### Routing congestion map, run 1

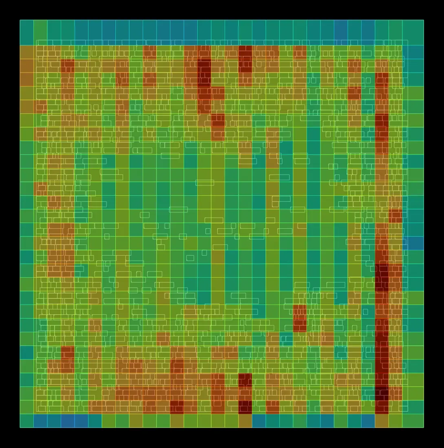
### Sequential cells grouped by signal name, run 1

Scale bar: 50 um.
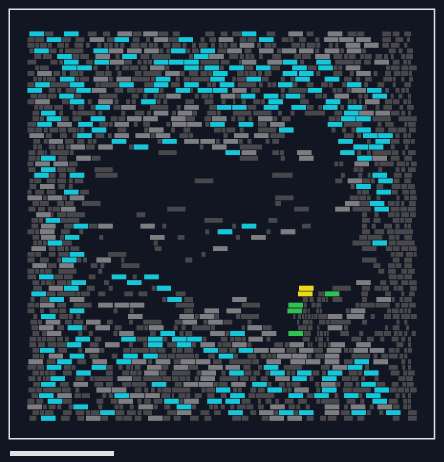
### Metal layers overlaid, run 1

Only two layers are drawn.
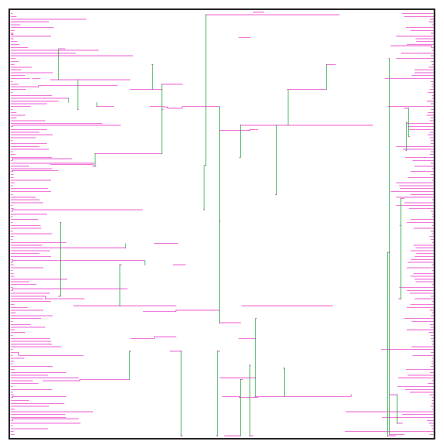
## config.mk

```make
export PLATFORM = sky130hd
export DESIGN_NAME = sa_feed_ctrl_flat
export DESIGN_NICKNAME = d
export VERILOG_FILES = /design/src/rtl/sa_feed_ctrl_if.sv /design/src/rtl/sa_feed_ctrl.sv /design/src/flat_wrapper.sv
export SDC_FILE = /design/constraint.sdc
export NUM_CORES = 1
export LEC_CHECK = 0
export CORE_AREA = 8 8 196 198
export DETAILED_ROUTE_END_ITERATION = 7
export DIE_AREA = 0 0 204 206
export GPL_ROUTABILITY_DRIVEN = 0
export PLACE_DENSITY = 0.68
export REMOVE_ABC_BUFFERS = 1
export SKIP_CTS_REPAIR_TIMING = 1
export SYNTH_ARGS = -nofsm -noshare
export SYNTH_HDL_FRONTEND = slang
export SYNTH_SLANG_ARGS = --single-unit
```

## constraint.sdc

```tcl
create_clock -name clk -period 1.6 [get_ports clk]
set_clock_uncertainty 0.15 [all_clocks]
set_input_delay 0.16 -clock clk [delete_from_list [all_inputs] [get_ports clk]]
set_output_delay 0.16 -clock clk [all_outputs]
set_load 0.01 [all_outputs]
```

## src/rtl/sa_feed_ctrl_if.sv

```systemverilog
// rtl/sa_feed_ctrl_if.sv - host, operand buffer and PE array signals of the systolic feed sequencer
//
// Signals:
//   start      run request from host
//   busy       run in progress (first RUN cycle through DONE cycle)
//   done       one-cycle pulse: array results final
//   rd_en      operand buffer read strobe
//   rd_addr    k index into A columns / B rows
//   a_rd_data  A column k, row i at [i*DW +: DW], valid the cycle after rd_en
//   b_rd_data  B row k, column j at [j*DW +: DW], valid the cycle after rd_en
//   a_edge     west edge of the array, row i at [i*DW +: DW]
//   b_edge     north edge of the array, column j at [j*DW +: DW]
//   pe_enable  array-wide PE enable
//   pe_clear   PEs load the product instead of accumulating
// Modports: master = host/buffer/array side, slave = sequencer.
interface sa_feed_ctrl_if #(
    parameter int N  = 4,
    parameter int K  = 4,
    parameter int DW = 32,
    parameter int AW = (K > 1) ? $clog2(K) : 1
);
    logic            start;
    logic            busy;
    logic            done;
    logic            rd_en;
    logic [AW-1:0]   rd_addr;
    logic [N*DW-1:0] a_rd_data;
    logic [N*DW-1:0] b_rd_data;
    logic [N*DW-1:0] a_edge;
    logic [N*DW-1:0] b_edge;
    logic            pe_enable;
    logic            pe_clear;

    modport master (
        output start, a_rd_data, b_rd_data,
        input  busy, done, rd_en, rd_addr, a_edge, b_edge, pe_enable, pe_clear
    );

    modport slave (
        input  start, a_rd_data, b_rd_data,
        output busy, done, rd_en, rd_addr, a_edge, b_edge, pe_enable, pe_clear
    );
endinterface

```

## src/rtl/sa_feed_ctrl.sv

```systemverilog
// rtl/sa_feed_ctrl.sv - sequencer feeding diagonally skewed operands into an NxN systolic PE array
//
// Computes C = A(NxK) * B(KxN) on an external PE array by streaming A columns onto
// the west edge and B rows onto the north edge, row/column i delayed by i cycles.
// Ports:
//   clk    clock, rising edge
//   reset  synchronous active-high reset
//   bus    sa_feed_ctrl_if.slave (start/busy/done, operand reads, array edges, enable/clear)
// Cycle c = 0 is the first RUN cycle; T = K + 2N - 2 is the cycle in which PE(N-1,N-1)
// accumulates its last product, and the DONE cycle is T + 1.
module sa_feed_ctrl #(
    parameter int N  = 4,
    parameter int K  = 4,
    parameter int DW = 32,
    parameter int AW = (K > 1) ? $clog2(K) : 1
) (
    input  logic          clk,
    input  logic          reset,
    sa_feed_ctrl_if.slave bus
);
    localparam int T  = K + 2 * N - 2;
    localparam int CW = $clog2(T + 2);

    localparam logic [CW-1:0] T_C   = CW'(T);
    localparam logic [CW-1:0] K_C   = CW'(K);
    localparam logic [CW-1:0] ONE_C = CW'(1);

    typedef enum logic [1:0] {
        S_IDLE = 2'd0,
        S_RUN  = 2'd1,
        S_DONE = 2'd2
    } state_t;

    state_t          state;
    logic [CW-1:0]   cnt;
    logic [CW-1:0]   cnt_nxt;
    logic            busy_q;
    logic            done_q;
    logic            rd_en_q;
    logic [AW-1:0]   rd_addr_q;
    logic            pe_enable_q;
    logic            pe_clear_q;
    // High in the cycle where buffer data answers a read issued the previous cycle.
    logic            rd_vld;

    logic [N*DW-1:0] a_in;
    logic [N*DW-1:0] b_in;
    logic [N*DW-1:0] a_edge;
    logic [N*DW-1:0] b_edge;

    assign cnt_nxt = cnt + ONE_C;

    always_ff @(posedge clk) begin
        if (reset) begin
            state       <= S_IDLE;
            cnt         <= '0;
            busy_q      <= 1'b0;
            done_q      <= 1'b0;
            rd_en_q     <= 1'b0;
            rd_addr_q   <= '0;
            pe_enable_q <= 1'b0;
            pe_clear_q  <= 1'b0;
            rd_vld      <= 1'b0;
        end else begin
            rd_vld     <= rd_en_q;
            done_q     <= 1'b0;
            pe_clear_q <= 1'b0;
            case (state)
                // START is honoured both when idle and in the DONE cycle, which
                // gives back-to-back runs without an idle bubble.
                S_IDLE, S_DONE: begin
                    pe_enable_q <= 1'b0;
                    if (bus.start) begin
                        state     <= S_RUN;
                        cnt       <= '0;
                        busy_q    <= 1'b1;
                        rd_en_q   <= 1'b1;
                        rd_addr_q <= '0;
                    end else begin
                        state     <= S_IDLE;
                        busy_q    <= 1'b0;
                        rd_en_q   <= 1'b0;
                        rd_addr_q <= '0;
                    end
                end
                S_RUN: begin
                    cnt         <= cnt_nxt;
                    pe_enable_q <= (cnt_nxt <= T_C);
                    pe_clear_q  <= (cnt_nxt == ONE_C);
                    if (cnt_nxt < K_C) begin
                        rd_en_q   <= 1'b1;
                        rd_addr_q <= cnt_nxt[AW-1:0];
                    end else begin
                        rd_en_q   <= 1'b0;
                        rd_addr_q <= '0;
                    end
                    if (cnt == T_C) begin
                        state  <= S_DONE;
                        done_q <= 1'b1;
                    end
                end
                default: begin
                    state       <= S_IDLE;
                    busy_q      <= 1'b0;
                    rd_en_q     <= 1'b0;
                    rd_addr_q   <= '0;
                    pe_enable_q <= 1'b0;
                end
            endcase
        end
    end

    // Buffer data is only meaningful the cycle after a read; otherwise inject zeros
    // so the array sees clean zero padding around each diagonal wavefront.
    assign a_in = rd_vld ? bus.a_rd_data : '0;
    assign b_in = rd_vld ? bus.b_rd_data : '0;

    // Row/column 0 goes straight to the edge; row/column i passes through i registers.
    for (genvar i = 0; i < N; i++) begin : g_skew
        if (i == 0) begin : g_direct
            assign a_edge[0 +: DW] = a_in[0 +: DW];
            assign b_edge[0 +: DW] = b_in[0 +: DW];
        end else begin : g_delay
            logic [DW-1:0] a_stg [0:i-1];
            logic [DW-1:0] b_stg [0:i-1];

            always_ff @(posedge clk) begin
                if (reset) begin
                    for (int s = 0; s < i; s++) begin
                        a_stg[s] <= '0;
                        b_stg[s] <= '0;
                    end
                end else begin
                    a_stg[0] <= a_in[i*DW +: DW];
                    b_stg[0] <= b_in[i*DW +: DW];
                    for (int s = 1; s < i; s++) begin
                        a_stg[s] <= a_stg[s-1];
                        b_stg[s] <= b_stg[s-1];
                    end
                end
            end

            assign a_edge[i*DW +: DW] = a_stg[i-1];
            assign b_edge[i*DW +: DW] = b_stg[i-1];
        end
    end

    assign bus.busy      = busy_q;
    assign bus.done      = done_q;
    assign bus.rd_en     = rd_en_q;
    assign bus.rd_addr   = rd_addr_q;
    assign bus.pe_enable = pe_enable_q;
    assign bus.pe_clear  = pe_clear_q;
    assign bus.a_edge    = a_edge;
    assign bus.b_edge    = b_edge;
endmodule

```

## src/flat_wrapper.sv

```systemverilog
// flat-port wrapper written by rule: the top's interface ports become plain ports
module sa_feed_ctrl_flat 
#(
    parameter int N  = 4,
    parameter int K  = 4,
    parameter int DW = 32,
    parameter int AW = (K > 1) ? $clog2(K) : 1
)
  (clk, reset, bus_start, bus_a_rd_data, bus_b_rd_data, bus_busy, bus_done, bus_rd_en, bus_rd_addr, bus_a_edge, bus_b_edge, bus_pe_enable, bus_pe_clear);
  sa_feed_ctrl_if #(.N(N), .K(K), .DW(DW), .AW(AW)) bus_i ();
  input  logic clk;
  input  logic reset;
  input wire logic [$bits(bus_i.start)-1:0] bus_start;
  input wire logic [$bits(bus_i.a_rd_data)-1:0] bus_a_rd_data;
  input wire logic [$bits(bus_i.b_rd_data)-1:0] bus_b_rd_data;
  output wire logic [$bits(bus_i.busy)-1:0] bus_busy;
  output wire logic [$bits(bus_i.done)-1:0] bus_done;
  output wire logic [$bits(bus_i.rd_en)-1:0] bus_rd_en;
  output wire logic [$bits(bus_i.rd_addr)-1:0] bus_rd_addr;
  output wire logic [$bits(bus_i.a_edge)-1:0] bus_a_edge;
  output wire logic [$bits(bus_i.b_edge)-1:0] bus_b_edge;
  output wire logic [$bits(bus_i.pe_enable)-1:0] bus_pe_enable;
  output wire logic [$bits(bus_i.pe_clear)-1:0] bus_pe_clear;
  assign bus_i.start = bus_start;
  assign bus_i.a_rd_data = bus_a_rd_data;
  assign bus_i.b_rd_data = bus_b_rd_data;
  assign bus_busy = bus_i.busy;
  assign bus_done = bus_i.done;
  assign bus_rd_en = bus_i.rd_en;
  assign bus_rd_addr = bus_i.rd_addr;
  assign bus_a_edge = bus_i.a_edge;
  assign bus_b_edge = bus_i.b_edge;
  assign bus_pe_enable = bus_i.pe_enable;
  assign bus_pe_clear = bus_i.pe_clear;
  sa_feed_ctrl #(.N(N), .K(K), .DW(DW), .AW(AW)) u_core (.clk(clk), .reset(reset), .bus(bus_i));
endmodule
```

==> notes.md, run 1 <==
Observations from the implementation run.

Outcome:
- The run finished, with violations left.
- The checks that failed: negative setup slack.

Drt:
- The run puts the remaining antenna violation count after routing at 0.
- The run puts the routed length on met2 at 19280 um.
- The run puts the wire length on met1 at 13390 um.
- The run puts the detailed-route wire length per cell at 18.80 um.
- The detailed router used layers up to and including met5.
- The run gives the number of search-and-repair iterations in the first detailed-routing pass as 4.
- Per the detail_route report, DRC violations left total 0.

Timing:
- After layout, the worst setup slack is -152.5 ps.
- Setup repair after global routing could not meet its margin everywhere.
- Setup total negative slack on the finished layout was measured at -19990 ps.
- Hold is met by 42.17 ps.
- The last timing report of the flow puts the setup violation total at 248.
- The worst path in the final design needs a cycle of 1752 ps, including I/O delays and setup.
- The slew check shows that the tightest pin keeps a relative margin of 0.7125.
- The run gives the highest attainable clock frequency as 570.6 MHz.

Worst setup path:
- The run puts the stage delay of the slowest cell on the critical path at 360 ps.
- The timing report shows that the slowest cell on the worst path is dfxtp_4.
- The setup path with the least slack is of type flop to output pin.
- The worst setup path is captured at an output pin.
- The run puts the data arrival time of the worst path at 1440 ps.
- The run gives the largest fanout on the critical path as 5.
- The launch point of the worst register-to-register path is recorded as u_core.rd_vld$_SDFF_PP0_.
- Per STA, the worst path is made up of buf_4 > clkbuf_16 > and2_1 > buf_2.
- The run puts the setup slack of the most critical reg-to-reg path at -140 ps.

Die:
- The run gives the total I/O pin count as 522.
- The overall die size recorded for this design is 42020 um2.
- The run gives the die outline height as 206 um.

Synth:
- Of the synthesized area, sequential elements account for 0.6515.
- The run puts the async set or reset register ratio after synthesis at 0.
- The synthesized netlist occupies a cell area of 12230 um2.
- Among all flip-flop cells after synthesis, the most frequent one is dfxtp_1.
- Yosys mapped a number of flops with a built-in enable equal to 0.
- The run gives the yosys stat cell total as 1068.
- The run puts the post-synthesis chip area from yosys at 12230 um2.
- The run puts the number of synthesized register bits at 398.
- After technology mapping, the gate count stands at 1068.
- For this run the top cell type by instance count after synthesis was dfxtp_1.

Global routing:
- The run gives the met3 global-route usage as 0.07414.
- The run gives the number of antenna violations at the first check in global routing as 9.
- Looking at the global route congestion table, the highest-usage layer is met2.
- The run puts the maximum number of pins on one net before global-route repair at 95.
- The first global-routing pass estimated 48360 um of wire.
- The run puts the met2 track demand over resource at 0.2781.

Power:
- The run gives the fraction of power consumed by sequential logic as 0.474.
- The switching component of the power was reported as 4.386 mW.
- The run gives the total power density per cell area as 1098 nW/um2.
- The run gives the maximum ir drop on the vdd rail as 967.6 uV.
- Of the total power, the clock network draws 0.447.
- The share of total power dissipated in combinational logic is 0.079.
- The run gives the power consumption as 21.48 mW.

Worst hold path:
- The startpoint identified for the worst hold timing path is bus_b_rd_data[97].
- The run gives the number of stages on the worst hold path as 2.

Layout:
- The net count of the finished layout is 1768.
- Once layout is complete, the cells apart from fillers number 2004.
- In the final layout, the registers with the most flip-flops are u_core.g_skew.g_delay.a_stg x192, u_core.g_skew.g_delay.b_stg x192, u_core.cnt x4.
- The run gives the top logic cell by instance count in the layout as dfxtp_1.
- The run gives the fraction of layout cells with a size suffix above 1 as 0.1502.
- The library cells used most frequently in the layout, excluding fill and tap cells, are dfxtp_1, clkdlybuf4s50_1, and2_1.
- Relative to the synthesized area, the layout overhead comes to 60.01%.

Clocking:
- The run gives the clock transition time at the flip-flop clock pins of the worst setup and hold paths as 60 ps.
- Per the CTS log, the root buffer master is clkbuf_16.
- The run puts the number of clock sinks at 398.
- Clock latency on the worst-skew pair, taken at its later pin, is 520 ps.

Placement:
- The run puts the detailed-placement wirelength estimate at 25870 um.
- Once placement completed, the tool counted placed cells totaling 1886.
Notes on 'Routing congestion map' above:
met1 Use GR: 0.1392
Finished Core Util: 0.5555

Notes on 'Sequential cells grouped by signal name' above:
[yellow] `u_core.state` | flops: 2
[cyan] `u_core.g_skew.g_delay.a_stg` | flops: 192 | where: all over the die
[green] `u_core.cnt` | flops: 4
not coloured: 200
Reg area: 7971 um2
Seq group: 10.2 mW

Notes on 'Metal layers overlaid' above:
[magenta] met3 | wire length: 3970 um
[green] met4 | wire length: 987 um
Total Routed Length: 37670 um
global-route usage over all layers: 0.1501
via count: 8164

## run 1: how the worst max path moves through the flow
stage,from,to,slack [ps],depth (start not counted)
CTS,u_core.rd_vld$_SDFF_PP0_,bus_a_edge[5],-640,4
global placement,bus_a_rd_data[28],bus_a_edge[28],-120,3
global route,u_core.rd_vld$_SDFF_PP0_,bus_b_edge[27],-210,4
floorplan,u_core.rd_vld$_SDFF_PP0_,u_core.g_skew[1].g_delay.a_stg[0][0]$_SDFF_PP0_,-2260,2
finish,u_core.rd_vld$_SDFF_PP0_,bus_a_edge[26],-150,4
detailed placement,bus_a_rd_data[28],bus_a_edge[28],-110,3
## run 1: cells by family (layout without fill, tap and decap cells)
kind of cell,count (synthesis),count (layout),synth area share
buffers and inverters,184,654,0.09996
adder cells (fa/ha/maj),3,3,0.003070
AND-OR/OR-AND,7,7,0.003683
flip-flops,398,398,0.6515
XOR/XNOR,3,3,0.002149
other,0,5,0
AND/OR/NAND/NOR,473,473,0.2396
## run 1: critical path, delay by kind of cell (launching register included)
| family | cells | cell delay, ps |
|---|---|---|
| buf+inv | 3 | 430 |
| simple gates | 1 | 140 |
| flops | 1 | 360 |
## run 1: power groups by stage
stage	combinational, mW	clock, mW	sequential [mW]
4_1_cts	1.53	9.89	10.2
2_1_floorplan	0.287	0	10.4
5_1_grt	1.83	10.4	10.2
3_5_place_dp	1.53	0	10.4
6_report	1.71	9.60	10.2
3_3_place_gp	1.51	0	10.4
## run 1: cell type report
type | count | area share
Sequential cell | 398 | 0.4074
Tap cell | 461 | 0.02948
Inverter | 6 | 0.001151
Timing Repair Buffer | 572 | 0.3287
Multi-Input combinational cell | 486 | 0.1617
Antenna cell | 5 | 0.0006394
Clock inverter | 13 | 0.007545
Clock buffer | 63 | 0.06343
==> run 2, diff against run 1 <==
Settings changed: CORE_AREA 8 8 196 198 to 5 5 199 201, PLACE_DENSITY 0.68 to default.
==> run 2 against run 1 <==
Compared with the run above: the flow still finishes with violations (negative setup slack); global-route usage is 0.20 points lower; sequential cell count stayed put; first-iteration DRC count is 33% lower; register-to-register slack worse by 80 ps; non-clock buffer count is 4 higher.
==> notes.md, run 2 <==
Observations from the implementation run.

Outcome:
- The run finished, with violations left.
- The final reports fail on negative setup slack.

Global routing:
- The run gives the overall track demand over capacity in global routing as 0.1480 (-0.002047).
- The run gives the global-route wire length before repair as 47110 um (-2.6%).
- The run puts the number of antenna violations at the first check in global routing at 7 (-2).
- The run puts the number of global-route vias before repair at 8028.
- The maximum number of pins on one net before global-route repair was 108 (+14%).
- The run puts the overflow left after global routing at 0.

Drt:
- The run puts the number of vias after detailed routing at 8050 (-1.4%).
- The run gives the number of design-rule violations left by the first detailed-router iteration as 129.
- The run gives the remaining antenna violation count after routing as 0 (unchanged).
- The number of search-and-repair iterations in the first detailed-routing pass is 4 (unchanged).
- The DRC violations left came to 0 (unchanged).
- The run puts the final wirelength at 35720 um (-5.2%).
- The run gives the detail-routed via count per cell as 3.915.
- The run puts the detailed-route wire length per cell at 17.37 um (-7.6%).

Worst setup path:
- The run puts the data arrival time of the worst path at 2090 ps (+650 ps).
- The run puts the data required time of the worst path at 1870 ps.
- The timing report shows that the slowest cell on the worst path is dfxtp_4.
- The worst setup path is launched from a flop.
- The number of buffer and inverter stages on the critical path is 7 (+4).
- The stage delay of the slowest cell on the critical path is 370 ps (about the same).
- Traced cell by cell, the critical path runs through buf_12 > buf_8 > buf_6 > nor2b_4 > buf_12 > buf_4 > clkbuf_16 > buf_4 > and2_1.
- In this design, the largest share of critical-path delay is due to buffers and inverters.
- The run gives the critical path class as flop to flop.
- The run gives the largest fanout on the critical path as 6 (+1).
- The worst setup path is captured at a flop.

Die:
- The run gives the die outline height as 206 um (unchanged).
- The run puts the placeable core region at 37400 um2.
- The run gives the cell row count as 71.
- The run gives the starting density of the core as 0.3270.
- The run puts the total die size at 42020 um2 (unchanged).
- The run gives the width of the chip as 204 um.

Job:
- The run puts the number of OpenROAD warnings at 31.
- The tool flagged a number of max-cap violations equal to 0.

Clocking:
- The cell sitting at the root of the clock tree is a clkbuf_16.
- The run puts the number of levels the H-tree was split into at 2.
- The run gives the TritonCTS clock tree as done.
- Counting along the longest clock path gives a buffer depth of 3.
- The run gives the clock insertion delay at the later pin of the skew report as 530 ps (about the same).
- The run puts the number of buffers added by the clock tree synthesis step at 42.
- The run gives the clock transition time at the flip-flop clock pins of the worst setup and hold paths as 60 ps (about the same).
- The number of clock sinks came to 398 (unchanged).

Timing:
- The run puts the worst hold slack at 36.99 ps (-5.187 ps).
- The run puts the worst slew margin relative to its limit at 0.6520 (-0.06042).
- The run gives the final critical path time including I/O delays and setup as 1824 ps (+71.95 ps).
- The run puts the number of slew-limit violations in the final report at 0.
- The run gives the slew at the pin with the worst max-slew slack as 521.9 ps.
- The minimum setup slack in the final design is -224.4 ps (-71.95 ps).
- The run gives the period utilization as 1.140.
- The run gives the final setup violation count as 254 (+2.4%).
- Setup repair after global routing could not meet its margin everywhere.
- The run puts the number of failing hold endpoints at the final stage at 0.
- The run puts the highest attainable clock frequency at 548.1 MHz (-3.9%).

Power:
- The run gives the relative contribution of combinational cells to total power as 0.083 (+0.004).
- The total power density per cell area was 1092 nW/um2 (-0.51%).
- The run gives the share of total power in the clock network as 0.452 (+0.005).
- The largest share of the power goes to sequential cells.
- The run gives the power consumption as 21.89 mW (+1.9%).
- The run gives the power in sequential cells as 10.2 mW (about the same).
- The run puts the internal power component at 17.49 mW.
- The run puts the maximum ir drop on the vdd rail at 758.1 uV (-22%).
- The script extracted a total leakage power of 11.49 nW.
- The run gives the power of the clock network as 9.90 mW (+3.1%).
- The fraction of power consumed by sequential logic was 0.465 (-0.009).
- Of the total power, the share spent switching nets is 0.2011.
- The run puts the net switching power at 4.402 mW (+0.36%).
- The run gives the power dissipated in combinational cells as 1.81 mW (+6%).

Placement:
- The run puts the detailed-placement wirelength estimate at 25460 um (-1.6%).
- The number of placed instances with taps included came to 1942 (+3.0%).
- The run puts the post-placement setup slack at -121.6 ps.
- In this run the cell area measured after placement is 17220 um2.

Layout:
- The sequential cell area is 7971 um2 (unchanged).
- The run puts the multi-input gate area in the final layout at 3199 um2.
- The number of standard cells in the final layout excluding fillers was 2056 (+2.6%).
- The fraction of layout cells with a size suffix above 1 came to 0.1631 (+0.01290).
- The run gives the post-route standard cell area excluding fillers as 20040 um2.
- The largest registers in the layout are u_core.g_skew.g_delay.a_stg x192, u_core.g_skew.g_delay.b_stg x192, u_core.cnt x4.
- The run gives the layout-stage area growth over the synthesis result as 63.87%.
- The run gives the number of nets at the end of the flow as 1772 (+0.23%).
- The run puts the total of fill cells in the finished design at 3174.
- Leaving out fill and tap cells, the most frequent cells in the layout are dfxtp_1, clkdlybuf4s50_1, dlymetal6s2s_1.
- Counting only logic cells after layout, the most numerous master is dfxtp_1.

Synth:
- The run puts the total number of yosys warnings at 0.
- The run puts the area fraction of the dominant cell type after synthesis at 0.6515.
- The main area contributors are dfxtp_1, and2_1, nor2b_1.
- The gate count of the mapped netlist was 1068 (unchanged).
- The run gives the most repeated cell in the gate-level netlist after synthesis as dfxtp_1.
- The run gives the share of the yosys chip area belonging to registers as 0.6515 (unchanged).
- For reference, the top cells by count after synthesis are dfxtp_1, and2_1, nor2b_1.
- The run puts the yosys stat cell total at 1068 (unchanged).
- The run puts the async set or reset register ratio after synthesis at 0 (unchanged).
- The run puts the number of enable flip-flop cells at 0 (unchanged).
- The cell area after technology mapping is 12230 um2 (unchanged).
- The run gives the largest area contributor in the synthesized netlist as dfxtp_1.
- The run puts the mean instance size in the synthesized netlist at 11.45 um2.
- Yosys mapped the design onto 25 distinct sky130hd cell types.
- The post-synthesis chip area from yosys was 12230 um2 (unchanged).
- The run gives the number of synthesized register bits as 398 (unchanged).
- The run gives the leading register cell type out of synthesis as dfxtp_1.

Worst hold path:
- The run gives the path category of the worst min-delay check as primary input to flop.
==> run 2: final timing paths <==
path | from | end | slack, ps | cells after the start
worst min register to register | u_core.g_skew[3].g_delay.a_stg[0][8]$_SDFF_PP0_ | u_core.g_skew[3].g_delay.a_stg[0][40]$_SDFF_PP0_ | 280 | 1
worst max-delay path | u_core.rd_vld$_SDFF_PP0_ | u_core.g_skew[2].g_delay.b_stg[0][18]$_SDFF_PP0_ | -220 | 9
worst min-delay path | bus_a_rd_data[41] | u_core.g_skew[1].g_delay.a_stg[0][9]$_SDFF_PP0_ | 40 | 2
worst max register to register | u_core.rd_vld$_SDFF_PP0_ | u_core.g_skew[2].g_delay.b_stg[0][18]$_SDFF_PP0_ | -220 | 9
==> run 2: area by class of cell <==
cell class              count  share of cell area
flip-flops and latches    398              0.3978
repair buffers            576              0.3363
well taps                 511             0.03190
diodes                      6           0.0007492
multi-input cells         486              0.1596
clock buffers              63             0.06556
clock inverters            10            0.006930
inverters                   6            0.001124
==> run 2: kinds of logic after synthesis <==
logic type / Yosys count / synth area share
AOI/OAI and AO/OA: 7 / 0.003683
xor gates and xnor gates: 3 / 0.002149
adders and majority gates: 3 / 0.003070
buffers and inverters: 184 / 0.09996
DFF: 398 / 0.6515
and+or+nand+nor: 473 / 0.2396
==> run 2: metal layers <==
metal | global-route usage | routed length (um) | up-vias
met3 | 0.07799 | 4140 | 62
met2 | 0.2784 | 18520 | 376
met5 | 0 | 0 | -
met1 | 0.1335 | 11780 | 3631
li1 | - | - | 3981
met4 | 0.05791 | 1283 | 0
==> run 2: per-stage QoR <==
stage | setup TNS (ps) | util
4_1_cts | -62140 | 0.4991
5_1_grt | -46880 | 0.5358
2_1_floorplan | -434760 | -
3_3_place_gp | -876.7 | 0.4603
3_5_place_dp | -862.2 | 0.4603
6_report | -35280 | 0.5358
### I/O nets highlighted, run 2

Scale bar: 50 um.
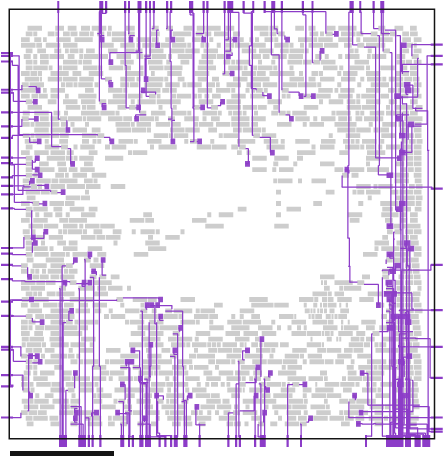
[purple] `bus_b_rd_data` | bits: 128 | direction: input | edge: 57 bottom, 35 top, 25 left, 11 right | end cells: 128 | buffers: 128 | wire: 6550 um
number of ports placed on the die boundary: 522
quantity of I/O buffers inserted on ports: 521

### Metal layers overlaid, run 2

Only two layers are drawn.
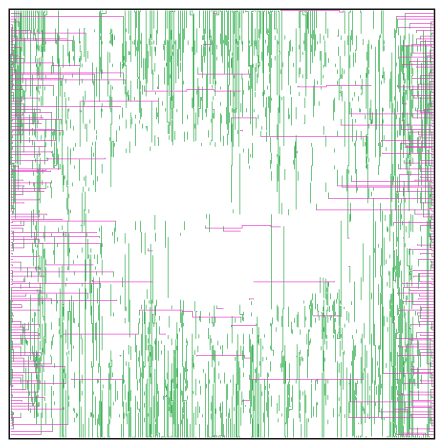
[green] met2 | wire length: 18500 um
[magenta] met3 | wire length: 4140 um

==> run 3, diff against run 2 <==
Settings changed: CORE_AREA 5 5 199 201 to 5 5 203 205, DIE_AREA 0 0 204 206 to 0 0 208 210.
Clock period 1.6 ns to 1.5 ns, I/O delays scaled along.
==> run 3 against run 2 <==
Compared with the run above: the flow still finishes with violations (negative setup slack); cell area rose by 0.35%; largest power group unchanged; critical endpoint is now u_core.g_skew[1].g_delay.a_stg[0][15]$_SDFF_PP0_; sequential share of layout area decreased by 0.14 points; die size is 3.9% higher; setup slack worse by 170 ps.
==> notes.md, run 3 <==
Observations from the implementation run.

Power:
- The run gives the leakage component of the power as 11.53 nW (+0.40%).
- The run puts the power consumption at 22.89 mW (+4.6%).
- The total power density per cell area is 1138 nW/um2 (+4.2%).
- The run gives the maximum ir drop on the vdd rail as 975.3 uV (+29%).

Worst hold path:
- The run gives the path category of the worst min-delay check as primary input to flop.

Synth:
- The run puts the distinct cell type count after synthesis at 25 (unchanged).
- The run gives the post-synthesis chip area from yosys as 12230 um2 (unchanged).
- The run puts the area share of and/or/nand/nor cells after synthesis at 0.2396 (unchanged).
- The run puts the total number of yosys warnings at 0 (unchanged).
- The run gives the yosys stat cell total as 1068 (unchanged).
- The run puts the mean instance size in the synthesized netlist at 11.45 um2 (unchanged).
- The run gives the area fraction of the dominant cell type after synthesis as 0.6515 (unchanged).
- The run gives the cell area after technology mapping as 12230 um2 (unchanged).
- The adder and majority cell fraction of the synthesized area was 0.003069 (unchanged).
- The run gives the xor and xnor area share after synthesis as 0.002149 (unchanged).
- The run gives the largest area contributor in the synthesized netlist as dfxtp_1.
- The run gives the share of the yosys chip area belonging to registers as 0.6515 (unchanged).
- Counting instances in the post-synthesis netlist gives the leading cell types as dfxtp_1, and2_1, nor2b_1.
- The async set or reset register ratio after synthesis came to 0 (unchanged).
- The run gives the number of synthesized register bits as 398 (unchanged).
- The run puts the number of enable flip-flop cells at 0 (unchanged).
- The run gives the combinational family with the most area after synthesis as simple AND/OR/NAND/NOR gates.
- Among all flip-flop cells after synthesis, the most frequent one is dfxtp_1.
- The synthesis report lists the most area-consuming cells as dfxtp_1, and2_1, nor2b_1.
- The run gives the share of cell area taken by muxes after synthesis as 0 (unchanged).
- The post-synthesis compound-gate area fraction is 0.003683 (unchanged).
- The run gives the most repeated cell in the gate-level netlist after synthesis as dfxtp_1.
- The gate count of the mapped netlist came to 1068 (unchanged).

Layout:
- The run puts the number of nets at the end of the flow at 1807 (+2.0%).
- The run gives the fraction of layout cells with a size suffix above 1 as 0.1527 (-0.01037).
- The number of standard cells in the final layout excluding fillers came to 2109 (+2.6%).
- Ranking logic cells in the layout by count gives the top entries dfxtp_1, clkdlybuf4s50_1, dlymetal6s2s_1.
- The largest registers in the layout are u_core.g_skew.g_delay.a_stg x192, u_core.g_skew.g_delay.b_stg x192, u_core.cnt x4.
- The run gives the layout-stage area growth over the synthesis result as 64.45%.
- The run gives the top logic cell by instance count in the layout as dfxtp_1.
- The run gives the post-route standard cell area excluding fillers as 20110 um2 (+0.35%).
- The fraction of the core area covered by cells at the end of the flow is 0.5120 (-0.02380).
- The total of fill cells in the finished design came to 3386 (+6.7%).

Drt:
- The run puts the DRC violations left at 0 (unchanged).
- The run puts the number of design-rule violations left by the first detailed-router iteration at 221 (+71%).
- The remaining antenna violation count after routing is 0 (unchanged).
- The run puts the number of search-and-repair iterations in the first detailed-routing pass at 4 (unchanged).
- The detail-routed via count per cell is 3.930 (+0.38%).

Timing:
- The run puts the number of slew-limit violations in the final report at 0 (unchanged).
- The run gives the final critical path time including I/O delays and setup as 1896 ps (+71.85 ps).
- The highest attainable clock frequency is 527.3 MHz (-3.8%).
- The final setup TNS was -75970 ps (-40690 ps).
- The run puts the minimum setup slack in the final design at -396.3 ps (-171.8 ps).
- The run puts the final setup violation count at 255 (+0.39%).
- The run puts the number of failing hold endpoints at the final stage at 0 (unchanged).
- The run puts the worst slew margin relative to its limit at 0.6758 (+0.02371).
- The run puts the worst hold slack at 16.97 ps (-20.02 ps).
- Setup repair after global routing could not meet its margin everywhere.
- The run gives the slew at the pin with the worst max-slew slack as 486.4 ps (-35.56 ps).
- The run gives the period utilization as 1.264 (+0.1239).

Clocking:
- TritonCTS built the clock tree.
- The run gives the root buffer cell as clkbuf_16.
- The number of buffers added by the clock tree synthesis step came to 42 (unchanged).
- The number of levels the H-tree was split into came to 2 (unchanged).
- The run gives the clock insertion delay at the later pin of the skew report as 540 ps (about the same).
- The clock tree buffer depth was 3 (unchanged).
- The clock transition time at the flip-flop clock pins of the worst setup and hold paths was 60 ps (about the same).
- The number of clock sinks is 398 (unchanged).

Global routing:
- The run gives the global-route wire length before repair as 47200 um (+0.18%).
- The number of global-route vias before repair is 7828 (-2.5%).
- The maximum number of pins on one net before global-route repair was 78 (-28%).
- The run puts the overflow left after global routing at 0 (unchanged).
- The number of antenna violations at the first check in global routing came to 11 (+4).

Die:
- The run gives the placeable core region as 39280 um2 (+5.0%).
- The run puts the total die size at 43680 um2 (+3.9%).
- The run gives the cell row count as 73 (+2.8%).
- The die outline height was 210 um (+1.9%).
- The run puts the total I/O pin count at 522 (unchanged).
- The run gives the starting density of the core as 0.3114 (-0.01562).
- The run puts the width of the chip at 208 um (+2.0%).

Worst setup path:
- The run puts the largest fanout on the critical path at 23 (+17).
- The run gives the endpoint kind of the worst setup timing path as a flop.
- Looking at the setup timing report, the critical path kind is flop to flop.
- The run gives the data required time of the worst path as 1780 ps (-90 ps).
- The run puts the data arrival time of the worst path at 2180 ps (+90 ps).
- STA classifies the critical path startpoint as a flop.

Placement:
- The run puts the number of placed instances with taps included at 1953 (+0.57%).
- The post-placement setup slack came to -193.9 ps (-72.38 ps).
- The run gives the post-detailed-placement cell area as 17140 um2 (-0.47%).
- The detailed-placement wirelength estimate was 24640 um (-3.2%).
- The number of input and output port buffers inserted is 521 (unchanged).

Outcome:
- The run finished, with violations left.
- The checks that failed: negative setup slack.

Job:
- The run puts the number of OpenROAD warnings at 28 (-9.7%).
- The run gives the max capacitance violation total as 0 (unchanged).
[run 3: worst max-delay path, cell delays in order (launching register included)]
cell and delay [ps]:
dfxtp_4 350, buf_6 120, buf_12 140, buf_6 120, buf_6 100, nor2b_4 140
buf_12 130, clkbuf_16 170, buf_16 160, and2_1 170
[run 3: where the power goes]
group / switching [mW] / total [mW] / internal, mW
Clock: 4.05 / 10.1 / 6.02
Combinational: 0.659 / 1.97 / 1.31
Sequential: 0.0564 / 10.9 / 10.8
[run 3: worst paths after layout]
path	startpoint	to	slack, ps	depth (start not counted)
hold / removal	bus_b_rd_data[98]	u_core.g_skew[3].g_delay.b_stg[0][2]$_SDFF_PP0_	20	2
setup / recovery	u_core.rd_vld$_SDFF_PP0_	u_core.g_skew[1].g_delay.a_stg[0][15]$_SDFF_PP0_	-400	9
setup reg to reg	u_core.rd_vld$_SDFF_PP0_	u_core.g_skew[1].g_delay.a_stg[0][15]$_SDFF_PP0_	-400	9
hold reg to reg	u_core.g_skew[2].g_delay.b_stg[0][1]$_SDFF_PP0_	u_core.g_skew[2].g_delay.b_stg[0][33]$_SDFF_PP0_	280	1
[run 3: final cells by class]
type                    count  area, um2  area share
flip-flops and latches    398       7971      0.3964
diodes                      6      15.01   0.0007466
clock buffers              66       1232     0.06128
well taps                 525      656.9     0.03266
clock inverters            11      120.1    0.005973
inverters                   6      22.52    0.001120
multi-input cells         486       3202      0.1592
repair buffers            611       6890      0.3426
[run 3: per-layer routing]
layer | vias up | wire length, um | global-route usage
li1 | 4055 | - | -
met1 | 3754 | 12400 | 0.1338
met2 | 397 | 18680 | 0.2619
met3 | 79 | 3779 | 0.07248
met4 | 4 | 1502 | 0.04689
met5 | - | 21 | 0
### Metal layers overlaid, run 3

Only two layers are drawn.
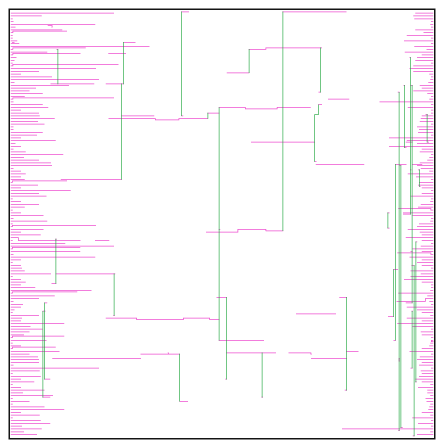
[magenta] met3 | wire length: 3780 um
[green] met4 | wire length: 1500 um
Avg WL per Cell: 17.25 um
via count: 8289
Total Routed Length: 36380 um
global-route usage over all layers: 0.1407

### Routing congestion map, run 3

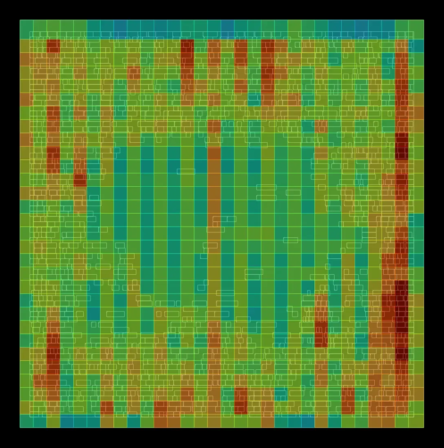
met1 Use GR: 0.1338
global routing usage on met2: 0.2619
layer carrying the most global-route usage: met2
met3 global-route usage: 0.07248

Power and IR drop assume default switching activity.
